==> src/rtl/regfile_pkg.sv <==
// Shared FunSel encoding for the parametrised register file.
package regfile_pkg;

  localparam int FS_W = 3;

  localparam logic [FS_W-1:0] FS_DEC  = 3'b000;
  localparam logic [FS_W-1:0] FS_INC  = 3'b001;
  localparam logic [FS_W-1:0] FS_LOAD = 3'b010;
  localparam logic [FS_W-1:0] FS_CLR  = 3'b011;
  localparam logic [FS_W-1:0] FS_SHL  = 3'b100;
  localparam logic [FS_W-1:0] FS_SHR  = 3'b101;
  localparam logic [FS_W-1:0] FS_ROL  = 3'b110;
  localparam logic [FS_W-1:0] FS_HOLD = 3'b111;

endpackage

==> src/rtl/reg_cell.sv <==
// One WIDTH-bit register plus its sticky wrap/saturation flag.
// REGFILE_SAT_EN: INC/DEC saturate instead of wrapping around.
module reg_cell
  import regfile_pkg::*;
#(
  parameter int WIDTH = 8
) (
  input  logic             Clk,
  input  logic             Rst_n,
  input  logic             En,
  input  logic [FS_W-1:0]  FunSel,
  input  logic [WIDTH-1:0] I,
  output logic [WIDTH-1:0] Q,
  output logic             Wrap
);

  logic [WIDTH-1:0] nextQ;
  logic             nextWrap;
  logic             qOnes;
  logic             qZero;

  assign qOnes = &Q;
  assign qZero = ~|Q;

  always_comb begin
    nextQ    = Q;
    nextWrap = Wrap;
    unique case (FunSel)
      FS_DEC: begin
        nextQ = Q - WIDTH'(1);
        if (qZero) begin
          nextWrap = 1'b1;
`ifdef REGFILE_SAT_EN
          nextQ    = Q;
`endif
        end
      end
      FS_INC: begin
        nextQ = Q + WIDTH'(1);
        if (qOnes) begin
          nextWrap = 1'b1;
`ifdef REGFILE_SAT_EN
          nextQ    = Q;
`endif
        end
      end
      FS_LOAD: nextQ = I;
      // CLEAR is the only operation that drops the sticky flag.
      FS_CLR: begin
        nextQ    = '0;
        nextWrap = 1'b0;
      end
      FS_SHL:  nextQ = {Q[WIDTH-2:0], 1'b0};
      FS_SHR:  nextQ = {1'b0, Q[WIDTH-1:1]};
      FS_ROL:  nextQ = {Q[WIDTH-2:0], Q[WIDTH-1]};
      default: nextQ = Q;
    endcase
  end

  always_ff @(posedge Clk) begin
    if (!Rst_n) begin
      Q    <= '0;
      Wrap <= 1'b0;
    end else if (En) begin
      Q    <= nextQ;
      Wrap <= nextWrap;
    end
  end

endmodule

==> src/rtl/reg_file_param.sv <==
// NREG x WIDTH register file with two combinational read ports, zero decode and wrap flags.
// REGFILE_SAT_EN (see reg_cell) selects saturating INC/DEC.
module reg_file_param
  import regfile_pkg::*;
#(
  parameter int WIDTH = 8,
  parameter int NREG  = 4
) (
  input  logic                    Clk,
  input  logic                    Rst_n,
  input  logic [WIDTH-1:0]        I,
  input  logic                    E,
  input  logic [NREG-1:0]         RegSel,
  input  logic [FS_W-1:0]         FunSel,
  input  logic [$clog2(NREG)-1:0] OutASel,
  input  logic [$clog2(NREG)-1:0] OutBSel,
  output logic [WIDTH-1:0]        OutA,
  output logic [WIDTH-1:0]        OutB,
  output logic [NREG-1:0]         Zero,
  output logic [NREG-1:0]         Wrap
);

  localparam int SELW  = $clog2(NREG);
  localparam int NSLOT = 1 << SELW;

  logic [NREG-1:0][WIDTH-1:0]  regQ;
  logic [NSLOT-1:0][WIDTH-1:0] readQ;

  for (genvar g = 0; g < NREG; g++) begin : gCell
    reg_cell #(.WIDTH(WIDTH)) uCell (
      .Clk    (Clk),
      .Rst_n  (Rst_n),
      .En     (E & ~RegSel[g]),
      .FunSel (FunSel),
      .I      (I),
      .Q      (regQ[g]),
      .Wrap   (Wrap[g])
    );
    assign Zero[g] = ~|regQ[g];
  end

  // Pad the read array to a power of two so unused selects read as zero.
  for (genvar g = 0; g < NSLOT; g++) begin : gRead
    if (g < NREG) begin : gUsed
      assign readQ[g] = regQ[g];
    end else begin : gPad
      assign readQ[g] = '0;
    end
  end

  assign OutA = readQ[OutASel];
  assign OutB = readQ[OutBSel];

endmodule

==> config.mk <==
export PLATFORM = sky130hd
export DESIGN_NAME = reg_file_param
export DESIGN_NICKNAME = d
export VERILOG_FILES = /design/src/rtl/regfile_pkg.sv /design/src/rtl/reg_cell.sv /design/src/rtl/reg_file_param.sv
export SDC_FILE = /design/constraint.sdc
export NUM_CORES = 1
export LEC_CHECK = 0
export CELL_PAD_IN_SITES_DETAIL_PLACEMENT = 1
export CELL_PAD_IN_SITES_GLOBAL_PLACEMENT = 1
export CORE_ASPECT_RATIO = 0.6
export CORE_MARGIN = 1
export CORE_UTILIZATION = 40
export CTS_BUF_LIST = sky130_fd_sc_hd__clkbuf_2
export CTS_CLUSTER_DIAMETER = 100
export DETAILED_ROUTE_END_ITERATION = 7
export HOLD_SLACK_MARGIN = 0.03
export PLACE_DENSITY_LB_ADDON = 0.1
export SYNTH_ARGS = -nofsm -noshare
export SYNTH_HDL_FRONTEND = slang
export SYNTH_SLANG_ARGS = --single-unit
==> constraint.sdc <==
create_clock -name Clk -period 7.2 [get_ports Clk]
set_clock_uncertainty 0.1 [all_clocks]
set_input_delay 1.08 -clock Clk [delete_from_list [all_inputs] [get_ports Clk]]
set_output_delay 1.08 -clock Clk [all_outputs]
set_load 0.005 [all_outputs]
Fig. 1: run 1, the metal 3 layer
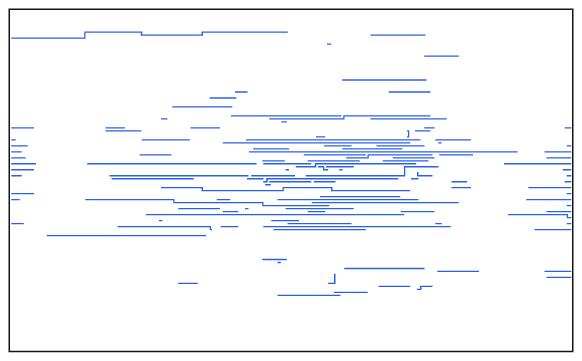
nets with wire on the layer: 88
main direction: horizontal
longest straight run: 60.7 µm
share of all routed wire: 9.4%

Fig. 2: run 1, met4 routing
Supply wires on this layer in grey.
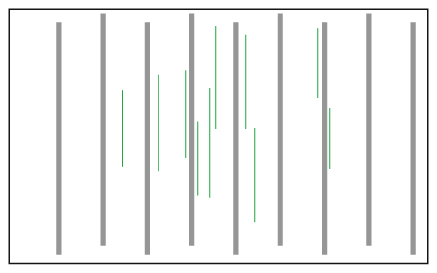
share of all routed wire: 1.8%
nets with wire on the layer: 9
longest straight run: 33.3 µm
total wire length: 14.9 mm
DR vias: 4180

==> flow_summary.toml, run 1 <==
# synthesis and place-and-route metrics
[clocking]
cts_tree = "yes"
clock_latency_ns = 0.43
clk_path_buf_depth = 2
cts_max_level = 2
postCtsSetupRepairBufs = 0
cts_resized = 0

[job]
tool_warnings = 28
max_cap_violations = 0

[worst_setup_path]
required_ns = 7.47
worst_setup_path_start_kind = "input pin"
cp_max_fo = 39
crit_cells = 10
crit_family = "simple AND/OR/NAND/NOR gates"
regToRegStartpoint = "gCell[3].uCell.Q[0]"
r2r_cells = 7
end_kind = "flip-flop"
cp_slowest_stage_delay_ns = 0.80
slowest_stage = "nor2b_1"
crit_chain = "clkdlybuf4s50_1, buf_4, nor2b_1, nand2_8, ha_1, a21o_1, a221oi_1, xnor2_1, o2111ai_1, nand2_1"
arrival_ns = 4.55

[final_timing]
holdWs_ns = 0.410
rsz0062_at_grt = "false"
setup_slack_ns = 2.92
finalHoldViolCount = 0
setup_tns_ns = 0
period_used_pct = 59.5

[routing]
met1_length_mm = 6.80
wl_met3_mm = 1.41
antenna_left = 0
met2_length_mm = 6.47
wl_per_cell_um = 23.8
via_per_inst = 6.66
drt_iter0_markers = 486
drt_pass1_iterations = 5

[power]
finalPower_uw = 632
pg_comb_uw = 279
switching_share_pct = 41.9
ir_worst_vdd_mv = 0.0606
pwr-share-seq_pct = 39.2
pwr-share-clk_pct = 16.7
combPwrFrac_pct = 44.1
switching_power_uw = 265
power_leader = "combinational logic"
power.density_cell_area_nw_per_um2 = 146

[outcome]
run_status = "finished, final reports clean"

[synth]
async_flop_share_pct = 0
most_common_cell = "nand2_1"
yosys_area_um2 = 3800
yosysWarnings = 0
syn_area_per_cell_um2 = 8.01
ys_seq_share_pct = 19.0
yosysUniqueCellTypes = 56
synth-main-ff-cell = "dfxtp_1"
top_cell_area_share_pct = 19.0
edf_count = 0
netlist_top_cells_count = "nand2_1, a21oi_1, o21ai_0, dfxtp_1, ha_1"
ys_cells = 474

[floorplanning]
die_y_um = 77.5
io_pins = 46
fp-utilization_pct = 41.3
fp.coreArea_um2 = 9190
fp.dieW_um = 128
rows = 27

[finish]
largest_register = "gCell.uCell.Q"
area_delta_synth_final_pct = 14.1
drive_above_1_share_pct = 7.03
n_antenna_cell = 0
reg_top3 = "gCell.uCell.Q x32, gCell.uCell.Wrap x4"
stdcell_count = 628
utilization_pct = 47.1
layout_top_cell = "nand2_1"
final_layout_top_logic_cells = "nand2_1, clkdlybuf4s50_1, a21oi_1"
largest_reg_flops = 32

[placed_design]
gp_congestion = 0.882
place_hpwl_mm = 10.9
postPlaceCellArea_um2 = 4300
place_inst = 621
portBuffers = 45

[grt]
use_met1_pct = 44.8
antenna_found_initial = 0
grt_max_degree = 44
overflow = 0
Fig. 3: run 1, M1 wires
Bar = 50 µm. Supply wires on this layer in grey.
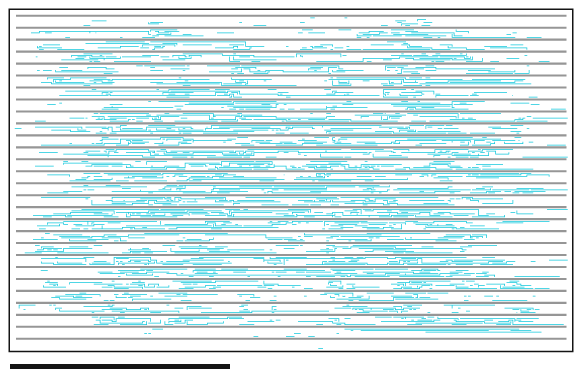
longest straight run: 46.5 µm
main direction: horizontal

## run 1: cell families (layout without fill, tap and decap cells)
| logic type | Yosys count | after routing | synth area share [%] |
|---|---|---|---|
| adder cells (fa/ha/maj) | 30 | 30 | 10.7 |
| AND-OR/OR-AND | 186 | 186 | 31.6 |
| flip-flops | 36 | 36 | 19.0 |
| buffers and inverters | 39 | 63 | 4.65 |
| AND/OR/NAND/NOR | 145 | 145 | 19.3 |
| multiplexers | 22 | 22 | 11.1 |
| XOR/XNOR | 16 | 16 | 3.69 |
## run 1: area by class of cell
class	count	area, µm²
Clock buffer	6	30.0
Clock inverter	1	5.00
Fill cell	1118	4860
Inverter	6	25.0
Multi-Input combinational cell	399	2900
Sequential cell	36	721
Tap cell	130	163
Timing Repair Buffer	50	488
==> run 2, diff against run 1 <==
Settings changed: CORE_UTILIZATION 40 to 39.
Clock period 7.2 ns to 3.5 ns, I/O delays scaled along.
Fig. 4: run 2, M1 wires
Bar = 50 µm. Supply wires on this layer in grey.
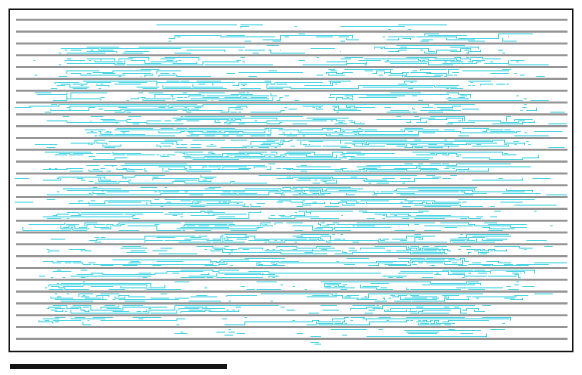
DR vias: 4197
total wire length: 15.0 mm

==> flow_summary.toml, run 2 <==
# synthesis and place-and-route metrics
[placed_design]
postPlaceCellArea_um2 = 4360
portBuffers = 45

[synth]
yosysUniqueCellTypes = 56
synth-main-ff-cell = "dfxtp_1"
ys_sh_xor_pct = 3.69
ys_sh_aoi_pct = 31.6
synthAdderAreaFrac_pct = 10.7
ys_cells = 474
ys_seq_share_pct = 19.0
synth.comb.largest_family = "AND-OR/OR-AND gates"
top_cell_area_share_pct = 19.0
yosysWarnings = 0
mux_area_share_pct = 11.1

[grt]
antenna_found_initial = 0
grt_max_degree = 39

[finish]
reg_top3 = "gCell.uCell.Q x32, gCell.uCell.Wrap x4"
largest_reg_flops = 32
layout_top_cell = "nand2_1"
n_antenna_cell = 0
area_delta_synth_final_pct = 16.0
stdcell_count = 638
largest_register = "gCell.uCell.Q"
utilization_pct = 47.2
final_layout_top_logic_cells = "nand2_1, clkdlybuf4s50_1, a21oi_1"

[clocking]
cts_tree = "yes"
cts_resized = 0
clk_path_buf_depth = 2

[floorplanning]
rows = 27
fp.coreArea_um2 = 9320
fp.dieW_um = 129
fp-utilization_pct = 40.7

[worst_setup_path]
r2r_cells = 7
arrival_ns = 2.41
end_kind = "output pin"
worst_setup_path_start_kind = "input pin"
cp_max_fo = 8

[job]
max_cap_violations = 0
tool_warnings = 28

[final_timing]
setup_tns_ns = 0
rsz0062_at_grt = "false"
finalHoldViolCount = 0

[power]
power.density_cell_area_nw_per_um2 = 299
switching_share_pct = 41.6
pwr-share-seq_pct = 38.5
combPwrFrac_pct = 44.4
ir_worst_vdd_mv = 0.151
power_leader = "combinational logic"

[routing]
wl_per_cell_um = 23.5
antenna_left = 0

[outcome]
run_status = "finished, final reports clean"
Fig. 5: run 2, signal wires on met2
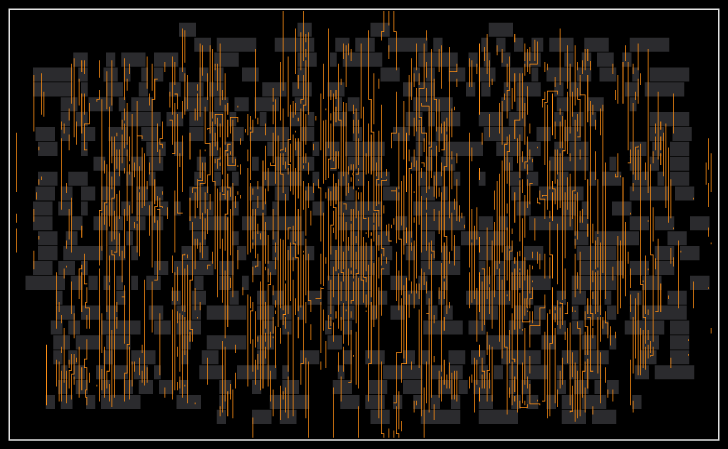
main direction: vertical
wire length on this layer: 6350 µm
met2 Usage GRT: 47.1%

==> run 2: worst max-delay path, stage by stage <==
cell and delay [ns]:
clkdlybuf4s50_1 0.79, mux4_2 0.60, clkdlybuf4s50_1 0.48
==> run 2: area by class of cell <==
cell class	instances	area (µm²)	share of cell area [%]
flip-flops and latches	36	721	16.4
clock buffers	7	35.0	0.796
inverters	6	25.0	0.569
clock inverters	1	3.75	0.0853
multi-input cells	399	2900	65.9
repair buffers	59	556	12.6
well taps	130	163	3.70
==> run 2: layer usage <==
metal / up-vias / global-route usage (%) / wire length, µm
met4: 0 / 6.59 / 222
met3: 21 / 7.57 / 1580
met2: 210 / 47.1 / 6350
li1: 1901 / - / -
met5: - / 0 / 0
met1: 2065 / 45.6 / 6840
Power and IR drop assume default switching activity.
